Fig. 1: run 1, PDN straps and rails
The bar under the picture is 20 um long. Pins as bars on the die edge.
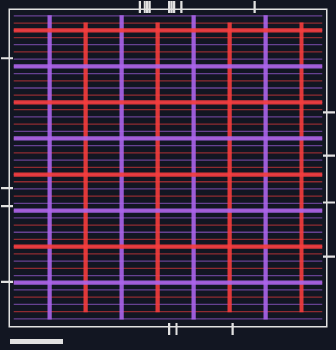
Fig. 2: run 1, placement by cell class
Fill, decap, tap and diode cells in grey.
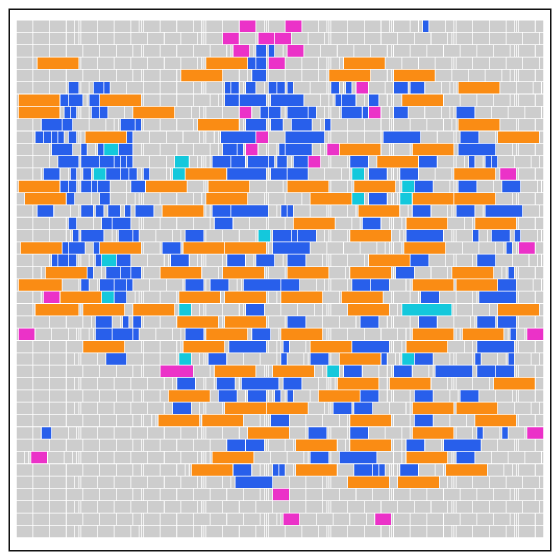
Fig. 3: run 1, routed clock nets over the placement
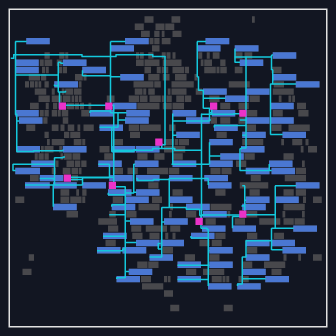
**src/rtl/uart_rx_fifo.sv**
```systemverilog
// uart_rx_fifo -- UART receiver with an integrated receive FIFO.
//
// Deserialises an asynchronous serial line (start + DATA_BITS LSB first
// [+ parity] + stop), checks the stop bit, optionally checks parity, and
// buffers good words in a circular FIFO popped through ready/valid.
//
// Optional feature macro: UART_RX_PARITY_EN
//   defined   -> a parity bit follows the data bits and is checked
//                (even parity, or odd when PARITY_ODD = 1)
//   undefined -> no parity bit; parity_err is constant 0
//
// Ports:
//   clk            in   sole clock, rising edge
//   rst            in   asynchronous active-high reset
//   serial_in      in   raw serial line, idles high
//   data_out       out  FIFO head word
//   data_out_valid out  FIFO non-empty
//   data_out_ready in   consumer accepts the head word
//   fifo_count     out  current FIFO occupancy
//   overrun        out  1-cycle pulse: good word dropped, FIFO full
//   frame_err      out  1-cycle pulse: stop bit sampled low
//   parity_err     out  1-cycle pulse: parity mismatch
module uart_rx_fifo #(
  parameter int CLOCK_FREQ = 50_000_000,
  parameter int BAUD_RATE  = 115_200,
  parameter int DATA_BITS  = 8,
  parameter int FIFO_DEPTH = 8,
  parameter int PARITY_ODD = 0
) (
  input  logic                          clk,
  input  logic                          rst,
  input  logic                          serial_in,
  output logic [DATA_BITS-1:0]          data_out,
  output logic                          data_out_valid,
  input  logic                          data_out_ready,
  output logic [$clog2(FIFO_DEPTH):0]   fifo_count,
  output logic                          overrun,
  output logic                          frame_err,
  output logic                          parity_err
);

  localparam int SAMPLE_TICKS = CLOCK_FREQ / BAUD_RATE;
  localparam int TW = $clog2(SAMPLE_TICKS);
  localparam int BW = $clog2(DATA_BITS);
  localparam int AW = $clog2(FIFO_DEPTH);

  localparam logic [TW-1:0] TICK_MID  = TW'(SAMPLE_TICKS / 2 - 1);
  localparam logic [TW-1:0] TICK_LAST = TW'(SAMPLE_TICKS - 1);
  localparam logic [BW-1:0] BIT_LAST  = BW'(DATA_BITS - 1);
  localparam logic [AW:0]   DEPTH_V   = (AW + 1)'(FIFO_DEPTH);

  typedef enum logic [2:0] {
    IDLE,
    START,
    DATA,
`ifdef UART_RX_PARITY_EN
    PARITY,
`endif
    STOP,
    WAIT_IDLE
  } state_t;

  // ---------------------------------------------------------------- sync
  logic sync_q1, rx;

  // NOTE: sequential state is written with non-blocking assignments so every
  // flop samples pre-edge values; blocking here would collapse the two-flop
  // synchroniser into one stage.
  always_ff @(posedge clk or posedge rst) begin
    if (rst) begin
      sync_q1 <= 1'b1;
      rx      <= 1'b1;
    end else begin
      sync_q1 <= serial_in;
      rx      <= sync_q1;
    end
  end

  // ---------------------------------------------------------------- FSM
  state_t                state;
  logic [TW-1:0]         tick;
  logic [BW-1:0]         bit_cnt;
  logic [DATA_BITS-1:0]  shreg;
  logic                  push;

  wire at_sample = (tick == TICK_LAST);

`ifdef UART_RX_PARITY_EN
  logic par_bad;
  assign push = (state == STOP) && at_sample && rx && !par_bad;
`else
  logic parity_odd_unused;
  assign parity_odd_unused = 1'(PARITY_ODD);
  assign push       = (state == STOP) && at_sample && rx;
  assign parity_err = 1'b0;
`endif

  always_ff @(posedge clk or posedge rst) begin
    if (rst) begin
      state      <= IDLE;
      tick       <= '0;
      bit_cnt    <= '0;
      shreg      <= '0;
      frame_err  <= 1'b0;
`ifdef UART_RX_PARITY_EN
      par_bad    <= 1'b0;
      parity_err <= 1'b0;
`endif
    end else begin
      frame_err  <= 1'b0;
`ifdef UART_RX_PARITY_EN
      parity_err <= 1'b0;
`endif
      case (state)
        IDLE: begin
          tick <= '0;
          if (!rx) state <= START;
        end
        START: begin
          // Mid-start check rejects glitches shorter than half a bit.
          if (tick == TICK_MID) begin
            tick    <= '0;
            bit_cnt <= '0;
            state   <= rx ? IDLE : DATA;
          end else begin
            tick <= tick + TW'(1);
          end
        end
        DATA: begin
          if (at_sample) begin
            tick  <= '0;
            shreg <= {rx, shreg[DATA_BITS-1:1]};
            if (bit_cnt == BIT_LAST) begin
`ifdef UART_RX_PARITY_EN
              state <= PARITY;
`else
              state <= STOP;
`endif
            end else begin
              bit_cnt <= bit_cnt + BW'(1);
            end
          end else begin
            tick <= tick + TW'(1);
          end
        end
`ifdef UART_RX_PARITY_EN
        PARITY: begin
          if (at_sample) begin
            tick    <= '0;
            par_bad <= rx ^ (^shreg) ^ 1'(PARITY_ODD);
            state   <= STOP;
          end else begin
            tick <= tick + TW'(1);
          end
        end
`endif
        STOP: begin
          if (at_sample) begin
            tick <= '0;
            if (!rx) begin
              frame_err <= 1'b1;
              state     <= WAIT_IDLE;
            end else begin
`ifdef UART_RX_PARITY_EN
              parity_err <= par_bad;
`endif
              state <= IDLE;
            end
          end else begin
            tick <= tick + TW'(1);
          end
        end
        WAIT_IDLE: begin
          // Hold off until the line recovers so a break cannot retrigger.
          tick <= '0;
          if (rx) state <= IDLE;
        end
        default: state <= IDLE;
      endcase
    end
  end

  // ---------------------------------------------------------------- FIFO
  logic [DATA_BITS-1:0] mem [FIFO_DEPTH];
  logic [AW:0]          wr_ptr, rd_ptr;

  wire full = (fifo_count == DEPTH_V);
  wire pop  = data_out_valid && data_out_ready;
  // A full FIFO still accepts a push when the head leaves in the same cycle.
  wire wr   = push && (!full || pop);

  assign fifo_count     = wr_ptr - rd_ptr;
  assign data_out_valid = (wr_ptr != rd_ptr);
  assign data_out       = mem[rd_ptr[AW-1:0]];

  // NOTE: the storage array is reset on purpose so data_out reads 0 after
  // reset; this costs a reset net per storage flop instead of plain RAM.
  always_ff @(posedge clk or posedge rst) begin
    if (rst) begin
      wr_ptr  <= '0;
      rd_ptr  <= '0;
      overrun <= 1'b0;
      for (int i = 0; i < FIFO_DEPTH; i++) mem[i] <= '0;
    end else begin
      overrun <= push && full && !pop;
      if (wr) begin
        mem[wr_ptr[AW-1:0]] <= shreg;
        wr_ptr              <= wr_ptr + (AW + 1)'(1);
      end
      if (pop) rd_ptr <= rd_ptr + (AW + 1)'(1);
    end
  end

endmodule
```
**config.mk**
```make
export PLATFORM = sky130hd
export DESIGN_NAME = uart_rx_fifo
export DESIGN_NICKNAME = d
export VERILOG_FILES = /design/src/rtl/uart_rx_fifo.sv
export SDC_FILE = /design/constraint.sdc
export NUM_CORES = 1
export LEC_CHECK = 0
export CORE_UTILIZATION = 35
export CTS_BUF_LIST = sky130_fd_sc_hd__clkbuf_4
export CTS_CLUSTER_SIZE = 30
export DETAILED_ROUTE_END_ITERATION = 8
export PLACE_DENSITY = 0.55
export REMOVE_ABC_BUFFERS = 1
export SLEW_MARGIN = 0
export SYNTH_ARGS = -nofsm -noshare
export SYNTH_HDL_FRONTEND = slang
export SYNTH_SLANG_ARGS = --single-unit
export TNS_END_PERCENT = 30
```
**constraint.sdc**
```tcl
create_clock -name clk -period 3.6 [get_ports clk]
set_input_delay 0.36 -clock clk [delete_from_list [all_inputs] [get_ports clk]]
set_output_delay 0.36 -clock clk [all_outputs]
set_load 0.02 [all_outputs]
```
==> results.txt, run 1 <==
Flow results.

- The flow ran to the end, and the final reports show no timing, DRC or antenna violations.
- The power dissipated by switching net loads is 0.000743 W.
- The power report attributes to the sequential group a share of 0.491.
- The slew of the pin with the lowest slew margin is 0.719 ns.
- Leaving out the clock tree, the finished layout contains a buffer count of 26.
- The final design was reported to hold multi-input combinational gates totalling 232.
- The remaining max-slew budget at the tightest pin is 0.516.
- The top cell type by instance count after synthesis is sky130_fd_sc_hd__dfrtp_1.
- The final count of negative-setup-slack endpoints is 0.
- The final routed DRC violation total is 0.
- The script extracted a total leakage power of 2.54 nW.
- Among the non-sequential cells, multiplexers take the most area.
- Once placement finished, the instance area stood at 0.00517 mm^2.
- Switching power as a fraction of the total was reported as 0.316.
- The largest fanout on the critical path is 9.
- The design draws 0.00235 W.
- In this run, the synthesized area fraction spent on xor and xnor cells is recorded as 0.0219.
- Adding up every negative setup slack in the final design gives 0 ns.
- The met3 routed wirelength is 217 um.
- The cell area that synthesis handed to floorplanning was 0.00481 mm^2.
- The slack of the worst reg-to-reg path is 0.56 ns.
- In the final layout, the multi-input gates occupy 0.00217 mm^2.
- The startpoint identified for the worst hold timing path is serial_in.
- The path class of the tightest hold or removal check is in2reg.
- The number of synthesized flops with an enable pin is 0.
- The overall global routing resource usage is 0.142.
- The number of buffers between clock root and the deepest sink is 2.
- The number of warnings reported in the stage logs is 27.
- Per the final report, the share of cell area in non-clock buffers is 0.0475.
- The layout report gives the multi-input gate share of total cell area as 0.409.
- After clock tree synthesis, the setup repair step added 0 buffers.
- The flip-flop count of the largest register after layout is 64.
- The global-route wire length before repair is 15.3 mm.
- The summed standard-cell area reported by yosys is 0.00481 mm^2.
- The placed instance count is 544.
- The mean cell area of the mapped netlist is 13.1 um^2.
- The number of tap cells inserted is 176.
- The critical path startpoint is wr_ptr[0].
- Measured on the final layout, the clock distribution area share stands at 0.0275.
- After detailed routing, the number of vias per cell comes to 5.06.
- The most used flip-flop cell after synthesis is sky130_fd_sc_hd__dfrtp_1.
- Synthesis inferred 99 register bits.
- The cell-mix breakdown from Yosys lists the adder-cell area share as 0.0302.
- 0 antenna diodes ended up in the layout.
- The share of the synthesized area in the top cell type is 0.505.
- In the layout the commonest cells are sky130_fd_sc_hd__dfrtp_1, sky130_fd_sc_hd__mux2_2, sky130_fd_sc_hd__nand2_1.
- The global routing stage identified its most utilized layer as met2.
- RePlAce ended its routability-driven mode at a weighted congestion of 0.831.
- The count of input and output buffers is 18.
- The combinational share of power is 0.251.
- Of the total synthesized cell area, the portion taken by AND-OR and OR-AND cells is 0.0404.
- Per the layout area report, the register area comes to 0.00248 mm^2.
- The via count of the first global-routing pass was 2886.
- The count of filler cells inserted in the layout is 1269.
- Setup repair after global routing left no endpoint under its margin.
- Global routing finished with a remaining overflow of 0.
- The gate family responsible for the most delay along the worst path is simple AND/OR/NAND/NOR gates.
- For reference, the mux area share after synthesis is 0.248.
- The post-cts sizing count is 0.
- For the worst setup path, the data required time is 3.94 ns.
- The share of flip-flops with an asynchronous set or reset is 1.00.
- In the per-layer breakdown of the detailed-route log, met1 shows 4.34 mm.
- The count of warnings emitted by yosys is 0.
- The top cell type in the final layout, fill and taps aside, is sky130_fd_sc_hd__dfrtp_1.
- The sequential cell count of the final layout is 99.
- The number of slew-limit violations in the final report is 0.
- The utilization of the core after routing is 0.400.
- The number of antenna violations at the first check in global routing is 0.
- The floorplan has 42 rows.
- The run reported a max-capacitance violation count of 0.
- The flow reports power dissipated in combinational cells as 0.000591 W.
- The cell class with the largest area share is registers.
- The post-place setup slack is 0.591 ns.
- The number of clock buffers inserted by TritonCTS is 9.
- The clock-pin slew on the worst setup and hold paths is 0.15 ns.
- TritonCTS built the clock tree.
- Data on the critical path arrives at its endpoint at 3.38 ns.
- The final critical-path setup slack is 0.560 ns.
- The endpoint of the worst hold path is reported as sync_q1.
- The layout overhead on the synthesized area is 10.6%.
- The first-pass iteration count of the detailed router is 4.
- Timing would allow up to 329 MHz.
About Fig. 1:
VDD -> red
VSS -> purple
signal pins = 20
met5 straps = 8
met4 straps = 8
rows = 42
met1 rails = 43
die x size: 119 um
area of the core: 0.0133 mm^2
y dimension of the die: 119 um
worst IR drop on VDD: 0.000244 V

About Fig. 2:
remaining buffers and delay cells -> magenta  # cells 26
registers -> orange  # cells 99
remaining logic cells -> blue  # cells 243
clock drivers and dummy loads -> cyan  # cells 16

About Fig. 3:
clock wires -> cyan  # length 1200 um
clock-net drivers -> magenta  # count 9
flip-flops -> blue  # count 99
routed clock nets = 10
Skew-Pair Late Insertion Delay: 0.45 ns
total clock network power: 0.000604 W
share of power burned in the clock network: 0.257
final clock skew: 0.0245 ns

Fig. 4: run 1, clock wiring as the flow saved it
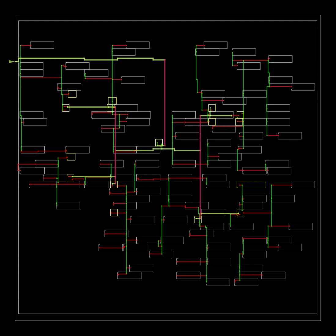

==> run 2: changes to the inputs <==
clock period = 2.8 ns   (was 3.6 ns; I/O delays follow)
Fig. 5: run 2, clock wiring as the flow saved it
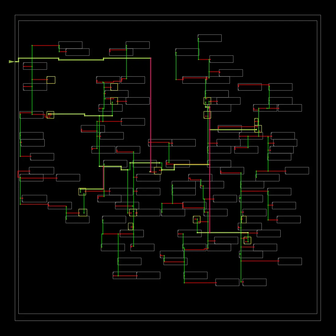
final clock skew: 0.0225 ns
Clock buffer cells: 10

Fig. 6: run 2, PDN straps and rails
The bar under the picture is 20 um long. Pins as bars on the die edge.
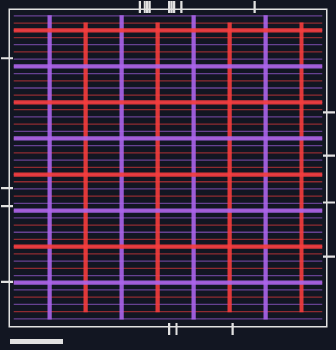
VDD -> red
VSS -> purple
met5 straps = 8
signal pins = 20

==> results.txt, run 2 <==
Flow results.

- The flow ran to the end, and the final reports show no timing, DRC or antenna violations.
- The slack of the worst reg-to-reg path is 0.11 ns.
- Logged for this run, the post-placement worst setup slack is 0.0457 ns.
- Of the total power, registers draw 0.506.
- The OpenROAD warning count is 27.
- The switching component of the power was reported as 0.000964 W.
- Per the GRT congestion report, total overflow comes to 0.
- The critical path startpoint is wr_ptr[0].
- Summed over all cells, the static leakage comes to 2.59 nW.
- Yosys instantiated no cell more often than sky130_fd_sc_hd__dfrtp_1.
- The combinational share of power is 0.268.
- The overall global routing resource usage is 0.150.
- The share of the synthesized netlist area taken by xor and xnor gates is 0.0219.
- The flip-flop count of the largest register after layout is 64.
- The maximum resistive drop on vdd is 0.000266 V.
- The fraction of synthesized area in multiplexers is 0.248.
- The DRC violation total left in the routed layout is recorded as 0.
- The final count of negative-setup-slack endpoints is 0.
- The cell class with the largest area share is registers.
- The dominant kind of combinational cell is multiplexers.
- The flow reports power dissipated in combinational cells as 0.000788 W.
- The warning tally printed by Yosys for this design is 0.
- Summed over all nets, wire length on met3 after detailed routing comes to 268 um.
- The count of buffers added on input and output ports is 18.
- The placed standard-cell area is 0.00522 mm^2.
- The flow reports power dissipated in the clock network as 0.000665 W.
- The detailed-route vias per instance is 5.04.
- The first global-routing pass estimated 16.2 mm of wire.
- The most heavily used metal layer in global routing is met2.
- The number of antenna violations at the first check in global routing is 0.
- The placement summary gives the final routability congestion estimate as 0.826.
- The number of clock buffers inserted by TritonCTS is 9.
- The clock network fraction of total power is 0.226.
- In the final routing, the length of wire on met1 measures 4.44 mm.
- The area used by multi-input combinational logic is 0.00219 mm^2.
- The clock passes through at most 2 buffers.
- STA puts the critical path data required time at 3.15 ns.
- In the layout the commonest cells are sky130_fd_sc_hd__dfrtp_1, sky130_fd_sc_hd__mux2_2, sky130_fd_sc_hd__nand2_1.
- The via count of the first global-routing pass is 3047.
- On the reported timing paths, the clock transition at the registers reads 0.14 ns.
- The floorplan report lists the tap cell count as 176.
- In the layout the tool counted multi-input logic cells amounting to 232.
- The layout report gives the multi-input gate share of total cell area as 0.408.
- On the critical path the data arrives at 3.05 ns.
- The number of synthesized flops with an enable pin is 0.
- The first-pass iteration count of the detailed router is 4.
- Max-cap violations in this run came to 0.
- The synthesis report gives the async set-or-reset register share as 1.00.
- Counting pins that exceed their max-slew limit in the final report gives 0.
- The layout overhead on the synthesized area is 11.6%.
- After floorplanning, the core was sized to cover 0.0133 mm^2.
- The final layout contains a sequential cell count of 99.
Power figures rest on the tool's default switching activity, not on a simulated workload.
